[config.mk]
export PLATFORM = sky130hd
export DESIGN_NAME = fwd_operand_mux
export DESIGN_NICKNAME = d
export VERILOG_FILES = /design/src/rtl/fwd_operand_mux.sv
export SDC_FILE = /design/constraint.sdc
export NUM_CORES = 1
export LEC_CHECK = 0
export ABC_AREA = 1
export CAP_MARGIN = 10
export CORE_MARGIN = 2
export CORE_UTILIZATION = 46
export CTS_BUF_LIST = sky130_fd_sc_hd__clkbuf_8
export CTS_CLUSTER_DIAMETER = 60
export DETAILED_ROUTE_END_ITERATION = 12
export PLACE_DENSITY = 0.89
export SLEW_MARGIN = 20
export SYNTH_ARGS = -nofsm -noshare
export SYNTH_HDL_FRONTEND = slang
export SYNTH_SLANG_ARGS = --single-unit
[constraint.sdc]
create_clock -name clk -period 3.7 [get_ports clk]
set_input_delay 0.74 -clock clk [delete_from_list [all_inputs] [get_ports clk]]
set_output_delay 0.74 -clock clk [all_outputs]
set_load 0.005 [all_outputs]
[src/rtl/fwd_operand_mux.sv]
// -----------------------------------------------------------------------------
// fwd_operand_mux
//
// Operand-forwarding selector with a registered output stage. One instance
// sits between the ID-stage register file and each EX-stage ALU operand input.
//
// The operand comes from one of three places:
//   - the register-file read value,
//   - the youngest in-flight writeback stage whose destination matches, or
//   - the hard-wired zero register.
// If the chosen forwarding stage does not have its data yet (for example a
// load that is still outstanding), the request is held off by dropping
// in_ready, and the hazard cycle is counted.
//
// Parameters
//   W         operand data width
//   AW        register address width
//   NFWD      number of forwarding stages; index 0 is the youngest
//   ZERO_REG  1: address 0 always reads as 0 and never matches a forward
//   CW        width of the saturating hazard-cycle counter
//   SW        width of the source code (derived from NFWD; leave at default)
//
// Ports
//   clk, rst_n            clock, asynchronous active-low reset
//   flush                 synchronous pipeline flush; drops the held operand
//   in_valid / in_ready   request handshake from ID
//   rs_addr, rf_data      source register address and its register-file data
//   fwd_wen/rdy/addr/data per-stage forwarding info, stage i in slice i
//   out_valid / out_ready operand handshake towards EX
//   op_q, src_q           registered operand and where it came from
//                         (0 = rf, i+1 = stage i, NFWD+1 = zero register)
//   hazard                combinational: the selected stage is not ready
//   hazard_cnt            saturating count of stalled request cycles
// -----------------------------------------------------------------------------
module fwd_operand_mux #(
  parameter int W        = 32,
  parameter int AW       = 5,
  parameter int NFWD     = 3,
  parameter bit ZERO_REG = 1'b1,
  parameter int CW       = 16,
  parameter int SW       = $clog2(NFWD + 2)
) (
  input  logic                clk,
  input  logic                rst_n,
  input  logic                flush,
  input  logic                in_valid,
  output logic                in_ready,
  input  logic [AW-1:0]       rs_addr,
  input  logic [W-1:0]        rf_data,
  input  logic [NFWD-1:0]     fwd_wen,
  input  logic [NFWD-1:0]     fwd_rdy,
  input  logic [NFWD*AW-1:0]  fwd_addr,
  input  logic [NFWD*W-1:0]   fwd_data,
  output logic                out_valid,
  input  logic                out_ready,
  output logic [W-1:0]        op_q,
  output logic [SW-1:0]       src_q,
  output logic                hazard,
  output logic [CW-1:0]       hazard_cnt
);

  // ---------------------------------------------------------------------------
  // Unpack per-stage fields and compute address matches
  // ---------------------------------------------------------------------------
  logic [AW-1:0] stage_addr [NFWD];
  logic [W-1:0]  stage_data [NFWD];
  logic [NFWD-1:0] match;
  logic            is_zero;

  // Address 0 is only special when the zero register is enabled.
  assign is_zero = ZERO_REG && (rs_addr == '0);

  generate
    for (genvar gi = 0; gi < NFWD; gi++) begin : g_stage
      assign stage_addr[gi] = fwd_addr[gi*AW +: AW];
      assign stage_data[gi] = fwd_data[gi*W +: W];
      assign match[gi]      = fwd_wen[gi] && (stage_addr[gi] == rs_addr) && !is_zero;
    end
  endgenerate

  // ---------------------------------------------------------------------------
  // Priority selection: walk from oldest to youngest so that the lowest
  // matching index (youngest write) is the one left standing.
  // ---------------------------------------------------------------------------
  logic          sel_hit;
  logic          sel_rdy;
  logic [W-1:0]  sel_fwd_data;
  logic [SW-1:0] sel_fwd_code;
  logic [W-1:0]  sel_data;
  logic [SW-1:0] sel_code;

  always_comb begin
    sel_hit      = 1'b0;
    sel_rdy      = 1'b1;
    sel_fwd_data = '0;
    sel_fwd_code = '0;
    for (int i = NFWD - 1; i >= 0; i--) begin
      if (match[i]) begin
        sel_hit      = 1'b1;
        sel_rdy      = fwd_rdy[i];
        sel_fwd_data = stage_data[i];
        sel_fwd_code = SW'(i + 1);
      end
    end
  end

  always_comb begin
    sel_data = rf_data;
    sel_code = '0;
    if (is_zero) begin
      sel_data = '0;
      sel_code = SW'(NFWD + 1);
    end else if (sel_hit) begin
      sel_data = sel_fwd_data;
      sel_code = sel_fwd_code;
    end
  end

  // Only the winning stage's readiness matters; older stages are shadowed.
  assign hazard = in_valid && sel_hit && !sel_rdy;

  // ---------------------------------------------------------------------------
  // Handshake
  // ---------------------------------------------------------------------------
  logic accept;

  assign in_ready = !flush && !hazard && (!out_valid || out_ready);
  assign accept   = in_valid && in_ready;

  // ---------------------------------------------------------------------------
  // Output register. Flush only drops valid; the operand and source are kept
  // so nothing downstream sees them toggle needlessly.
  // ---------------------------------------------------------------------------
  always_ff @(posedge clk or negedge rst_n) begin
    if (!rst_n) begin
      out_valid <= 1'b0;
      op_q      <= '0;
      src_q     <= '0;
    end else if (flush) begin
      out_valid <= 1'b0;
    end else if (accept) begin
      out_valid <= 1'b1;
      op_q      <= sel_data;
      src_q     <= sel_code;
    end else if (out_ready) begin
      out_valid <= 1'b0;
    end
  end

  // ---------------------------------------------------------------------------
  // Saturating hazard counter; survives flushes, cleared only by reset.
  // ---------------------------------------------------------------------------
  always_ff @(posedge clk or negedge rst_n) begin
    if (!rst_n) begin
      hazard_cnt <= '0;
    end else if (hazard && (hazard_cnt != {CW{1'b1}})) begin
      hazard_cnt <= hazard_cnt + 1'b1;
    end
  end

endmodule

clock_wires.png
Scale bar: 20 microns.
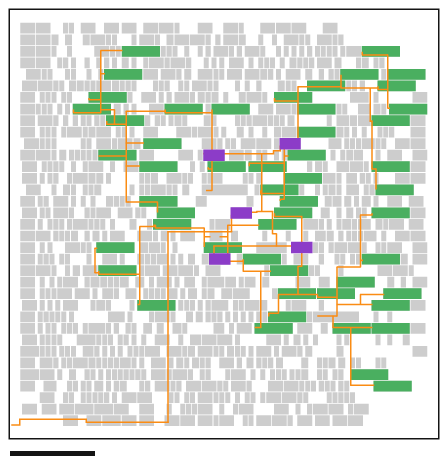
[clock-net drivers] purple | count: 5
[flip-flops] green | count: 52
[clock wires] orange | length: 668 microns
routed clock nets: 6

clock_nets.png
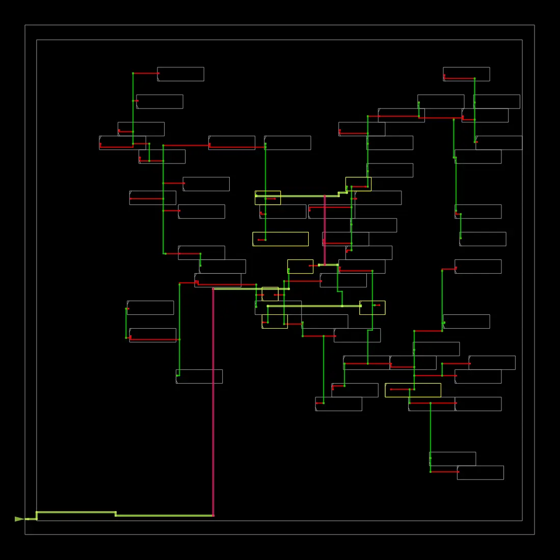
Clk. pwr: 471 uW
Num CTS Buffers: 5
Skew-Pair Late Insertion Delay: 310 ps

gates.png
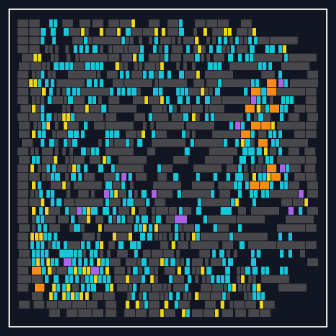
| family | colour | cells | most used |
|---|---|---|---|
| xor and xnor cells | orange | 15 | xnor2_1 |
| aoi and oai cells | purple | 13 | o21ai_0 |
| inv cells | yellow | 100 | inv_1 |
| nand cells | cyan | 363 | nand2_1 |
fraction of area in multi-input gates: 37.1%
most numerous logic cell after layout: nand2_1
Final Non-Filler Cells: 1075

ff_map.png
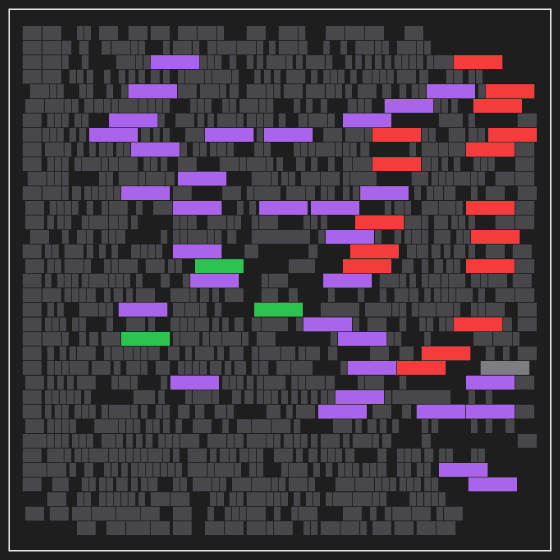
| signal | colour | placed flops |
|---|---|---|
| hazard_cnt | red | 16 |
| op_q | purple | 32 |
| src_q | green | 3 |
not coloured: 1
fraction of area in registers: 19.5%
fin util: 72.8%

==> results.json <==
{
  "min_period_ps": 3500,
  "reg_top3": "op_q x32, hazard_cnt x16, src_q x3",
  "ctsHoldBuffers": 0,
  "mappedNetlistArea_sq_um": 4320,
  "hold_path_class": "reg2reg",
  "gp_congestion": 0.831,
  "post_cts_buffers": 0,
  "wl_microns": 13800,
  "synth_cell_types": 31,
  "ys_seq_share_pct": 30.2,
  "setup-violations-final": 0,
  "cts_buffer_depth": 2,
  "die_area_sq_um": 10200,
  "top_cell": "nand2_1",
  "num_vias": 5203,
  "yosysWarnings": 0,
  "core_sq_um": 9150,
  "internal_power_mw": 1.24,
  "rows": 35,
  "dominant_cells": "multi-input combinational cells",
  "ff2ff_path_depth": 10,
  "crit_required_ps": 2960,
  "wl_met1_microns": 5660,
  "clock_area_share_pct": 2.07,
  "drc_errors": 0,
  "place_area_sq_um": 6510,
  "cts-root-buf": "clkbuf_8",
  "buffers": 225,
  "r2r_start": "hazard_cnt[0]$_DFFE_PN0P_",
  "finalPower_mw": 1.71,
  "wl_met3_microns": 1100,
  "post-synth-top-area-cell": "dfrtp_1",
  "fp_util_pct": 47.1,
  "hold_violations": 0,
  "yosys_area_sq_um": 4320,
  "nFillCells": 775,
  "largest_register_ffs": 32,
  "pwr-share-comb_pct": 33.1,
  "place_ws_ps": 126,
  "min_to": "op_q[21]$_DFFE_PN0P_",
  "die_y_microns": 101,
  "final_layout_size_suffix_gt1_share_pct": 4.77,
  "drt_iter0_drc": 254,
  "critPathKind": "in2out",
  "arrival_ps": 2760,
  "regArea_sq_um": 1300,
  "highest_layer": "met4",
  "n_antenna_cell": 0,
  "met2WireLength_microns": 6760,
  "power.leakage_nw": 3.53,
  "num-multi-input-gates": 579,
  "edf_count": 0,
  "grt_pass1_wl_microns": 22600,
  "outcome": "finished, final reports clean",
  "rrSetupSlack_ps": 1520,
  "drtPass1Iterations": 4,
  "cp_max_fo": 6,
  "cp.depth": 14,
  "cellPowerDensity_nw_per_um2": 256,
  "cp-endpoint": "hazard",
  "setup_tns_ps": 0
}
-- layer usage --
metal	track usage, %	vias to the layer above
li1	-	2669
met1	33.7	2309
met2	48.1	197
met3	7.07	28
met4	7.38	0
met5	0	-
-- power by group through the flow --
stage,Sequential (mW),Clock (mW),Combinational (mW)
floorplan,0.682,0,0.191
global placement,0.680,0,0.560
detailed placement,0.679,0,0.569
CTS,0.670,0.480,0.570
global route,0.679,0.501,0.626
finish,0.671,0.471,0.566
-- logic make-up (layout without fill, tap and decap cells) --
family                   count (synthesis)  in the layout  share of synthesized area (%)
AND-OR/OR-AND                           13             13                           1.77
XOR/XNOR                                15             15                           3.04
adder cells (fa/ha/maj)                  1              1                          0.290
buffers and inverters                  136            333                           12.8
flip-flops                              52             52                           30.2
AND/OR/NAND/NOR                        550            550                           51.9
No activity file was given, so power comes from the tool's default toggle rates.
